### config.mk
export PLATFORM = sky130hd
export DESIGN_NAME = flipper_angle_ctrl_flat
export DESIGN_NICKNAME = d
export VERILOG_FILES = /design/src/rtl/flipper_pkg.sv /design/src/rtl/flipper_angle_ctrl_if.sv /design/src/rtl/flipper_channel.sv /design/src/rtl/flipper_angle_ctrl.sv /design/src/flat_wrapper.sv
export SDC_FILE = /design/constraint.sdc
export NUM_CORES = 1
export LEC_CHECK = 0
export ABC_AREA = 1
export CORE_MARGIN = 2
export CORE_UTILIZATION = 45
export CTS_CLUSTER_DIAMETER = 200
export DETAILED_ROUTE_END_ITERATION = 12
export PLACE_DENSITY_LB_ADDON = 0.1
export SYNTH_ARGS = -nofsm -noshare
export SYNTH_HDL_FRONTEND = slang
export SYNTH_SLANG_ARGS = --single-unit
### constraint.sdc
create_clock -name clk -period 4.2 [get_ports clk]
set_clock_uncertainty 0.2 [all_clocks]
set_input_delay 1.05 -clock clk [delete_from_list [all_inputs] [get_ports clk]]
set_output_delay 1.05 -clock clk [all_outputs]
set_load 0.01 [all_outputs]
### src/rtl/flipper_pkg.sv
// flipper_pkg: shared flipper state type, angle width, ball-stage band limits and saturating angle math
package flipper_pkg;
  typedef enum logic [1:0] {IDLE, RISING, HOLD, FALLING} flip_state_t;
  localparam int ANGLE_W = 7;
  localparam int ANGLE_LOW = 10;
  localparam int ANGLE_MID = 35;
  // One spare bit above the angle width catches the carry before clamping.
  function automatic logic [ANGLE_W-1:0] satAdd(input logic [ANGLE_W-1:0] a, step, limit);
    logic [ANGLE_W:0] sum;
    sum = {1'b0, a} + {1'b0, step};
    return (sum > {1'b0, limit}) ? limit : sum[ANGLE_W-1:0];
  endfunction
  function automatic logic [ANGLE_W-1:0] satSub(input logic [ANGLE_W-1:0] a, step);
    return (a < step) ? '0 : a - step;
  endfunction
endpackage

### src/rtl/flipper_angle_ctrl_if.sv
// flipper_angle_ctrl_if: frame pulse, keys, enable, clear in; angles and kick flags out
// master drives the inputs and observes the outputs; slave is the flipper block.
interface flipper_angle_ctrl_if;
  import flipper_pkg::*;
  logic startOfFrame;
  logic leftKey;
  logic rightKey;
  logic enable;
  logic clearFlippers;
  logic [ANGLE_W-1:0] alphaLeft;
  logic [ANGLE_W-1:0] alphaRight;
  logic kickLeft;
  logic kickRight;
  modport master (
    output startOfFrame, leftKey, rightKey, enable, clearFlippers,
    input alphaLeft, alphaRight, kickLeft, kickRight
  );
  modport slave (
    input startOfFrame, leftKey, rightKey, enable, clearFlippers,
    output alphaLeft, alphaRight, kickLeft, kickRight
  );
endinterface

### src/rtl/flipper_channel.sv
// flipper_channel: one flipper - key synchronizer, edge-to-pend latch, rise/hold/fall FSM
// Ports: clk, reset (sync, active-high), startOfFrame (step strobe), key (async),
// enable, clearFlippers (same effect as reset); alpha (angle), kick (RISING flag).
// FLIPPER_HOLD_LIMIT_EN: HOLD times out after HOLD_FRAMES frame pulses.
module flipper_channel
  import flipper_pkg::*;
#(
  parameter int MAX_ANGLE = 45,
  parameter int UP_STEP = 9,
  parameter int DOWN_STEP = 5,
  parameter int HOLD_FRAMES = 60
) (
  input  logic clk,
  input  logic reset,
  input  logic startOfFrame,
  input  logic key,
  input  logic enable,
  input  logic clearFlippers,
  output logic [ANGLE_W-1:0] alpha,
  output logic kick
);
  localparam logic [ANGLE_W-1:0] MAX_A = ANGLE_W'(MAX_ANGLE);
  localparam logic [ANGLE_W-1:0] UP_A = ANGLE_W'(UP_STEP);
  localparam logic [ANGLE_W-1:0] DOWN_A = ANGLE_W'(DOWN_STEP);
  flip_state_t state, stateNext;
  logic [ANGLE_W-1:0] angleNext, upAngle, downAngle;
  logic [1:0] keySync, syncValid;
  logic keyPrev, pend, held, keyEdge, holdExpired;
`ifdef FLIPPER_HOLD_LIMIT_EN
  logic [7:0] holdCnt;
  // Counter sits at zero outside HOLD, so every entry to HOLD starts a fresh count.
  always_ff @(posedge clk)
    if (reset || clearFlippers || state != HOLD) holdCnt <= '0;
    else if (startOfFrame) holdCnt <= holdCnt + 8'd1;
  assign holdExpired = ({1'b0, holdCnt} + 9'd1) >= 9'(HOLD_FRAMES);
`else
  // HOLD never times out; legal HOLD_FRAMES is never zero.
  assign holdExpired = HOLD_FRAMES == 0;
`endif
  always_comb begin
    held = keySync[1] & enable;
    // keyPrev starts at 1 after reset/clear, so a key already down must be released first.
    keyEdge = syncValid[1] & keySync[1] & ~keyPrev;
    upAngle = satAdd(alpha, UP_A, MAX_A);
    downAngle = satSub(alpha, DOWN_A);
    stateNext = state;
    angleNext = alpha;
    if (startOfFrame)
      case (state)
        IDLE: if (pend) begin
          stateNext = RISING;
          angleNext = upAngle;
        end
        RISING: begin
          angleNext = held ? upAngle : downAngle;
          stateNext = !held ? FALLING : (upAngle == MAX_A) ? HOLD : RISING;
        end
        HOLD: if (!held || holdExpired) begin
          stateNext = FALLING;
          angleNext = downAngle;
        end
        FALLING: begin
          angleNext = pend ? upAngle : downAngle;
          stateNext = pend ? RISING : (downAngle == '0) ? IDLE : FALLING;
        end
      endcase
  end
  always_ff @(posedge clk)
    if (reset || clearFlippers) begin
      keySync <= '0;
      syncValid <= '0;
      keyPrev <= 1'b1;
      pend <= 1'b0;
      state <= IDLE;
      alpha <= '0;
      kick <= 1'b0;
    end else begin
      keySync <= {keySync[0], key};
      syncValid <= {syncValid[0], 1'b1};
      keyPrev <= syncValid[1] ? keySync[1] : keyPrev;
      // A frame pulse consumes pend; an edge landing on that same cycle survives to the next frame.
      pend <= (pend & ~startOfFrame) | (keyEdge & enable);
      state <= stateNext;
      alpha <= angleNext;
      kick <= stateNext == RISING;
    end
endmodule

### src/rtl/flipper_angle_ctrl.sv
// flipper_angle_ctrl: left/right flipper angles and kick flags for the ball and sprite stages
// Ports: clk, reset (sync, active-high), bus (flipper_angle_ctrl_if.slave: startOfFrame,
// leftKey, rightKey, enable, clearFlippers in; alphaLeft, alphaRight, kickLeft, kickRight out).
// FLIPPER_HOLD_LIMIT_EN: each flipper drops after HOLD_FRAMES frames at full angle.
module flipper_angle_ctrl
  import flipper_pkg::*;
#(
  parameter int MAX_ANGLE = 45,
  parameter int UP_STEP = 9,
  parameter int DOWN_STEP = 5,
  parameter int HOLD_FRAMES = 60
) (
  input logic clk,
  input logic reset,
  flipper_angle_ctrl_if.slave bus
);
  flipper_channel #(
    .MAX_ANGLE(MAX_ANGLE), .UP_STEP(UP_STEP), .DOWN_STEP(DOWN_STEP), .HOLD_FRAMES(HOLD_FRAMES)
  ) leftChan (
    .clk(clk), .reset(reset), .startOfFrame(bus.startOfFrame), .key(bus.leftKey),
    .enable(bus.enable), .clearFlippers(bus.clearFlippers),
    .alpha(bus.alphaLeft), .kick(bus.kickLeft)
  );
  flipper_channel #(
    .MAX_ANGLE(MAX_ANGLE), .UP_STEP(UP_STEP), .DOWN_STEP(DOWN_STEP), .HOLD_FRAMES(HOLD_FRAMES)
  ) rightChan (
    .clk(clk), .reset(reset), .startOfFrame(bus.startOfFrame), .key(bus.rightKey),
    .enable(bus.enable), .clearFlippers(bus.clearFlippers),
    .alpha(bus.alphaRight), .kick(bus.kickRight)
  );
endmodule

### src/flat_wrapper.sv
// flat-port wrapper written by rule: the top's interface ports become plain ports
module flipper_angle_ctrl_flat import flipper_pkg::*;
#(
  parameter int MAX_ANGLE = 45,
  parameter int UP_STEP = 9,
  parameter int DOWN_STEP = 5,
  parameter int HOLD_FRAMES = 60
)
  (clk, reset, bus_startOfFrame, bus_leftKey, bus_rightKey, bus_enable, bus_clearFlippers, bus_alphaLeft, bus_alphaRight, bus_kickLeft, bus_kickRight);
  flipper_angle_ctrl_if bus_i ();
  input logic clk;
  input logic reset;
  input wire logic [$bits(bus_i.startOfFrame)-1:0] bus_startOfFrame;
  input wire logic [$bits(bus_i.leftKey)-1:0] bus_leftKey;
  input wire logic [$bits(bus_i.rightKey)-1:0] bus_rightKey;
  input wire logic [$bits(bus_i.enable)-1:0] bus_enable;
  input wire logic [$bits(bus_i.clearFlippers)-1:0] bus_clearFlippers;
  output wire logic [$bits(bus_i.alphaLeft)-1:0] bus_alphaLeft;
  output wire logic [$bits(bus_i.alphaRight)-1:0] bus_alphaRight;
  output wire logic [$bits(bus_i.kickLeft)-1:0] bus_kickLeft;
  output wire logic [$bits(bus_i.kickRight)-1:0] bus_kickRight;
  assign bus_i.startOfFrame = bus_startOfFrame;
  assign bus_i.leftKey = bus_leftKey;
  assign bus_i.rightKey = bus_rightKey;
  assign bus_i.enable = bus_enable;
  assign bus_i.clearFlippers = bus_clearFlippers;
  assign bus_alphaLeft = bus_i.alphaLeft;
  assign bus_alphaRight = bus_i.alphaRight;
  assign bus_kickLeft = bus_i.kickLeft;
  assign bus_kickRight = bus_i.kickRight;
  flipper_angle_ctrl #(.MAX_ANGLE(MAX_ANGLE), .UP_STEP(UP_STEP), .DOWN_STEP(DOWN_STEP), .HOLD_FRAMES(HOLD_FRAMES)) u_core (.clk(clk), .reset(reset), .bus(bus_i));
endmodule
### Supply network, run 1

Scale: 4 px per µm. Pins as bars on the die edge. Tap cells in grey.
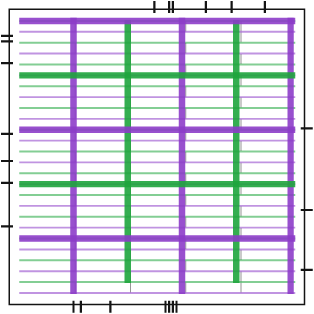
| colour | net |
|---|---|
| green | VDD |
| purple | VSS |
met1 rails: 26
met4 straps: 5
rows: 25
tap cells: 54
met5 straps: 5

### Metal 3, run 1

Scale: 4 px per µm. Cells faint in the background.
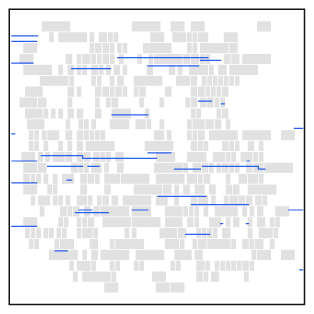
longest straight run: 22.5 µm
main direction: horizontal
nets with wire on the layer: 27
share of all routed wire: 4.3%

==> run summary, run 1 <==
fresh numbers from the pnr run: crit path capture type register, n_taps 54, # Cells Yosys 354, clock-pin slew on the worst setup and hold paths roughly 0.060 ns, max_cap viols 0, top layer in use met4, sequential power 0.292 mW, HPWL Detailed 4.05 mm, Combinational Gates 263, Top Registers u_core.leftChan.alpha (7), u_core.rightChan.alpha (7), Pleak between 1 and 1.5 nW, Simple-Gate Area Share between 30% and 40%, Main logic family simple AND/OR/NAND/NOR gates, dpl cells approximately 430, most frequent cells in the layout nand2_1 (96), inv_1 (49), nor2_1 (38), initial DRC count roughly 130, critical-path maximum fanout 8, met2 Use GR 37.2%, H-tree depth 2, post-synthesis mux area share 0%, HP Class reg -> reg, worst reg2reg startpoint u_core.leftChan.alpha[0], Worst-Margin Slew 0.533 ns, met3 usage roughly 4.4%, reg2reg end u_core.leftChan.kick, max-slew violation total from the final report 0, Syn-to-layout area delta 17.1%, routed wl met2 between 2 and 3 mm, Filler cells 488, CTS Hold Bufs 0, Hold Worst Slack 0.209 ns, Psw roughly 0.14 mW, Worst Path Buf+Inv 3, die area 0.00540 mm², fmax 344 MHz, Rel. slew slack 64.2%, Worst setup endpoint u_core.leftChan.alpha[4], CTS resizes 0, layout cells sized above 1 9.45%, Commonest cells post-synth nand2_1 (96), inv_1 (49), nor2_1 (38), dfxtp_1 (30), asr flop ratio synth 0%, tool warnings 32, ys flops 30, largest net degree at the start of global routing 18, # rows 25, crit start category input pin, Top Ports 23, Cell Type Count 33, Yosys warnings 0, register area approximately 600 µm², buffering overhead 8.96%, Worst path max stage delay 0.59 ns, drc violations 0, most frequent cell after synthesis nand2_1, GRT busiest layer met2, aggregate routed wire length 5.30 mm, DP Area 0.00245 mm², Cell Area, Synth 0.00217 mm², Setup TNS Final 0 ns, CTS tree yes, Antenna Cells 0, sequential element share of the synthesized area 27.7%, Non-clk bufs 23, FF-to-FF path depth 17, critical path cell sequence clkdlybuf4s50_1, inv_1, o21ai_0, o21ai_1, inv_1, o21ai_0, o221a_2, EDFF count, synth 0, floorplan net count around 370, remaining antenna violation count 0, Crit Path Category in -> reg, vias in the first global route roughly 2100, grt total ovfl 0, post-CTS setup buffers 0, DR vias approximately 2300, outcome complete, no violations, Pre-Place Util 46.3%, Core Util, Final 54.2%, final worst path period share between 60 and 70%, metal3 WL about 230 µm, Worst Hold Launch u_core.rightChan.syncValid[0], yosys stat area 0.00217 mm², CTS Buf Count 5, final setup margin 1.30 ns, Nets 395, drt pass-1 iters 4, crit path time final 2.90 ns, first-pass GRT wire length between 9 and 10 mm, arrival time of the worst setup path around 2.9 ns, most instantiated logic cell after routing nand2_1, VDD IR-drop max 0.131 mV, Yosys top cell by area dfxtp_1, IO Port Bufs 22, Die Span X 73.5 µm, Gate Area about 0.0013 mm², Comb power frac 7.0%, syn_area_per_cell 6.13 µm², clock-net power about 0.24 mW, Crit path depth 7, hold depth 2, launch point of the worst path bus_startOfFrame, XOR/XNOR Area Share 1.15%, Adder Share, Synth 4.61%, metal1 wirelength roughly 2.3 mm, area share, top type 27.7%, register share of total power 50.6%, RePlAce Congestion 0.863, Clock Root Buffer clkbuf_8, WP data required 4.17 ns, sequential cell area share 23.6%, die height 73.5 µm, switching share of power 24.4%, yosys aoi share 20.1%, FFs & Latches 30, Place WS 1.02 ns, Inverters 57, final total power 0.576 mW, Top pwr grp registers, logic share of the area 52.6%, Crit path max-delay family buffers and inverters, worst hold endpoint u_core.leftChan.syncValid[1], Final Hold Viols 0, P_int 0.436 mW, clock buffer depth 2, Late-Pin Clk Latency around 0.28 ns, met1 Resource Use GR approximately 26%, slowest stage cell on the critical path clkdlybuf4s50_1, Finished Cell Area 0.00254 mm², PwrDens approximately 230 mW/mm², antenna violations before repair 0, setup violators final 0, biggest area cells dfxtp_1 (28%), nand2_1 (17%), inv_1 (8.5%), nor2_1 (6.6%), nand3_1 (5.3%), Synth Instances 354, main flop type dfxtp_1, final cell count without fillers 435, Via density about 5.3, Power Combinational between 0.04 and 0.05 mW, top cell category combinational gates, post-DR wirelength/cell 12.2 µm, Clock Power Share 42.4%
### Signal wires by layer, run 1

Scale: 4 px per µm.
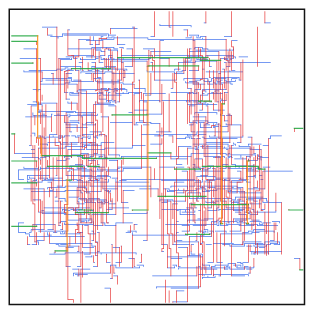
| colour | layer | wire length |
|---|---|---|
| green | metal 3 | 228 µm |
| red | metal 2 | 2630 µm |
| orange | metal 4 | 130 µm |
| blue | metal 1 | 2310 µm |

### Clock nets, run 1

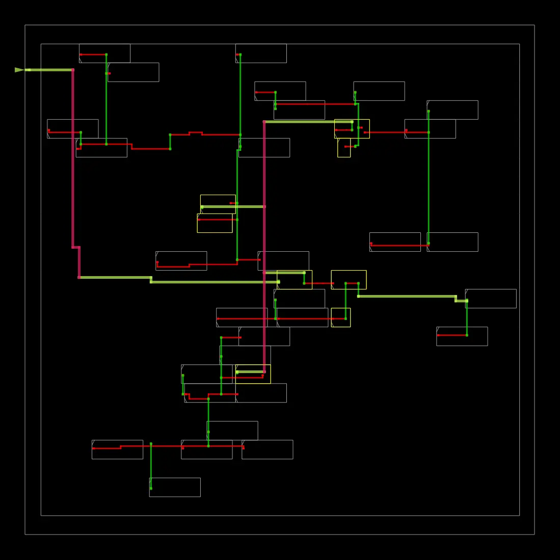
# clk buffers: 6
Sink Count: 30

### Signal wires on met2, run 1

Scale: 4 px per µm.
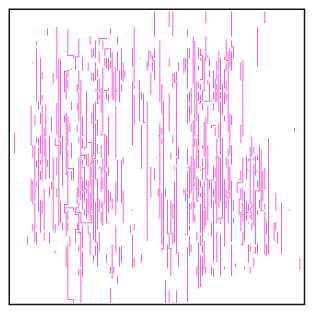

==> run 2, diff against run 1 <==
==> constraint.sdc (replaced) <==
create_clock -name clk -period 2.3 [get_ports clk]
set_clock_uncertainty 0.2 [all_clocks]
set_input_delay 0.575 -clock clk [delete_from_list [all_inputs] [get_ports clk]]
set_output_delay 0.575 -clock clk [all_outputs]
set_load 0.01 [all_outputs]
### Signal wires on met2, run 2

Scale: 4 px per µm.
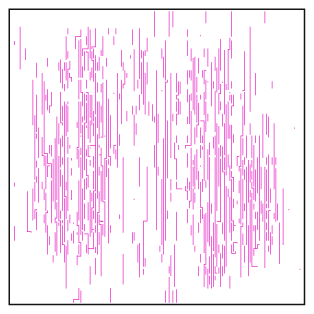
main direction: vertical
longest straight run: 39.8 µm
met2 Use GR: 39.9%
aggregate routed wire length: 5.73 mm

### Clock nets, run 2

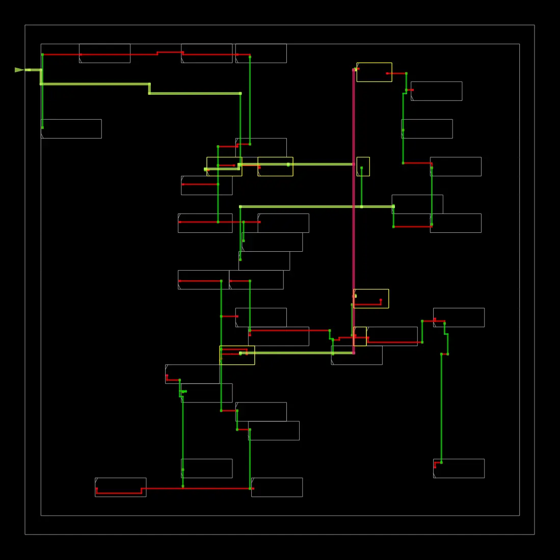
CTS Buf Count: 5
clock-net power: 0.410 mW
FFs & Latches: 30

==> run 2 against run 1 <==
Net effect: count of clock-buffer cells in the layout down 1; worst hold slack better by 0.0030 ns; critical path depth down 6; worst setup slack worse by 1.2 ns; global-route usage up 1.6 points; power up 79%; sequential share of layout area down 2.1 points; wire length up 8.1%; flip-flop count unchanged; non-clock buffer count up 29; final area up 12%.
==> run summary, run 2 <==
fresh numbers from the pnr run: Finished Cell Area 0.00286 mm² (+12%), PwrDens 360 mW/mm² (+59%), register share of total power 51.3% (+0.7 points), EDFF count, synth 0 (unchanged), VDD IR-drop max 0.208 mV (+58%), CTS tree yes, antenna violations before repair 0 (unchanged), clock buffer depth 2 (unchanged), Final Hold Viols 0 (unchanged), clock-pin slew on the worst setup and hold paths 0.07 ns (about the same), sequential cell area share 21.5% (-2.1 points), Worst path max stage delay 0.61 ns (+0.02 ns), FF-to-FF path depth 13 (-4), biggest area cells dfxtp_1 (28%), nand2_1 (17%), inv_1 (8.5%), nor2_1 (6.6%), nand3_1 (5.3%), DP Area 0.00261 mm² (+6.7%), max-slew violation total from the final report 0 (unchanged), final total power 1.03 mW (+79%), H-tree depth 2 (unchanged), metal1 wirelength 2.52 mm (+9.0%), Antenna Cells 0 (unchanged), most instantiated logic cell after routing nand2_1, Core Util, Final 60.9% (+6.7 points), crit path capture type primary output, hold depth 2 (unchanged), top layer in use met4, Psw 0.263 mW (+88%), logic share of the area 50.2% (-2.5 points), Top Ports 23 (unchanged), register area 616 µm² (+2.5%), reg2reg end u_core.leftChan.kick, most frequent cell after synthesis nand2_1, buffering overhead 15.7% (+6.8 points), drt pass-1 iters 4 (unchanged), post-DR wirelength/cell 12.4 µm (+1.6%), Non-clk bufs 52 (+130%), vias in the first global route 2275 (+9.2%), largest net degree at the start of global routing 12 (-6), sequential power 0.529 mW (+81%), slowest stage cell on the critical path clkdlybuf4s50_1, Late-Pin Clk Latency 0.29 ns (about the same), tool warnings 32 (unchanged), Syn-to-layout area delta 31.7%, crit path time final about 2.2 ns, switching share of power 25.6% (+1.2 points), die height 73.5 µm (unchanged), die area 0.00540 mm² (unchanged), HPWL Detailed 4.22 mm (+4.4%), metal3 WL 149 µm (-35%), fmax 454 MHz, Crit path depth 1 (-6), HP Class reg -> reg, # clk buffers 5 (-1), Inverters 57 (unchanged), sequential element share of the synthesized area 27.7% (unchanged), ys flops 30 (unchanged), Hold Worst Slack 0.212 ns (+0.00295 ns), critical path cell sequence clkdlybuf4s50_1, RePlAce Congestion 0.900 (+4.3%), IO Port Bufs 22 (unchanged), WP data required 1.52 ns (-2.65 ns), drc violations 0 (unchanged), routed wl met2 2.94 mm (+12%), critical-path maximum fanout 10 (+2), # rows 25 (unchanged), DR vias 2411 (+5.3%), dpl cells 449 (+5.2%), Nets 424 (+7.3%), launch point of the worst path u_core.rightChan.alpha[4], most frequent cells in the layout nand2_1 (89), inv_1 (49), nor2_1 (31), post-CTS setup buffers 0 (unchanged), Yosys top cell by area dfxtp_1, max_cap viols 0 (unchanged), XOR/XNOR Area Share 1.15% (unchanged), syn_area_per_cell 6.13 µm² (unchanged), Power Combinational 0.0915 mW (+130%), setup violators final 0 (unchanged), Simple-Gate Area Share 35.7% (unchanged), n_taps 54 (unchanged), Worst setup endpoint bus_alphaRight[4], final cell count without fillers 463 (+6.4%), met3 usage 3.98% (-0.41 points), Pre-Place Util 46.3% (unchanged), Top pwr grp registers, met1 Resource Use GR 28.4% (+2.8 points), # Cells Yosys 354 (unchanged), Worst-Margin Slew 0.373 ns (-0.160 ns), GRT busiest layer met2, Gate Area 0.00143 mm² (+7.2%), Setup TNS Final 0 ns (unchanged), Comb power frac 8.9% (+1.9 points), crit start category register, Cell Type Count 33 (unchanged), Clock Power Share 39.8% (-2.6 points), worst hold endpoint u_core.rightChan.keySync[1], yosys stat area 0.00217 mm² (unchanged), post-synthesis mux area share 0% (unchanged), first-pass GRT wire length 9.87 mm (+8.3%), floorplan net count 369 (unchanged), Via density 5.21 (-1.0%), Cell Area, Synth 0.00217 mm² (unchanged), final worst path period share 95.8%, Worst Path Buf+Inv 1 (-2), outcome complete, no violations, worst reg2reg startpoint u_core.leftChan.alpha[1], asr flop ratio synth 0% (unchanged), Crit path max-delay family buffers and inverters, Adder Share, Synth 4.61% (unchanged), Combinational Gates 263 (unchanged), Top Registers u_core.leftChan.alpha (7), u_core.rightChan.alpha (7), Clock Root Buffer clkbuf_8, top cell category combinational gates, Pleak 1.34 nW (+13%), Rel. slew slack 74.8% (+11 points), CTS Hold Bufs 0 (unchanged), layout cells sized above 1 23.0% (+14 points)
No activity file was given, so power comes from the tool's default toggle rates.
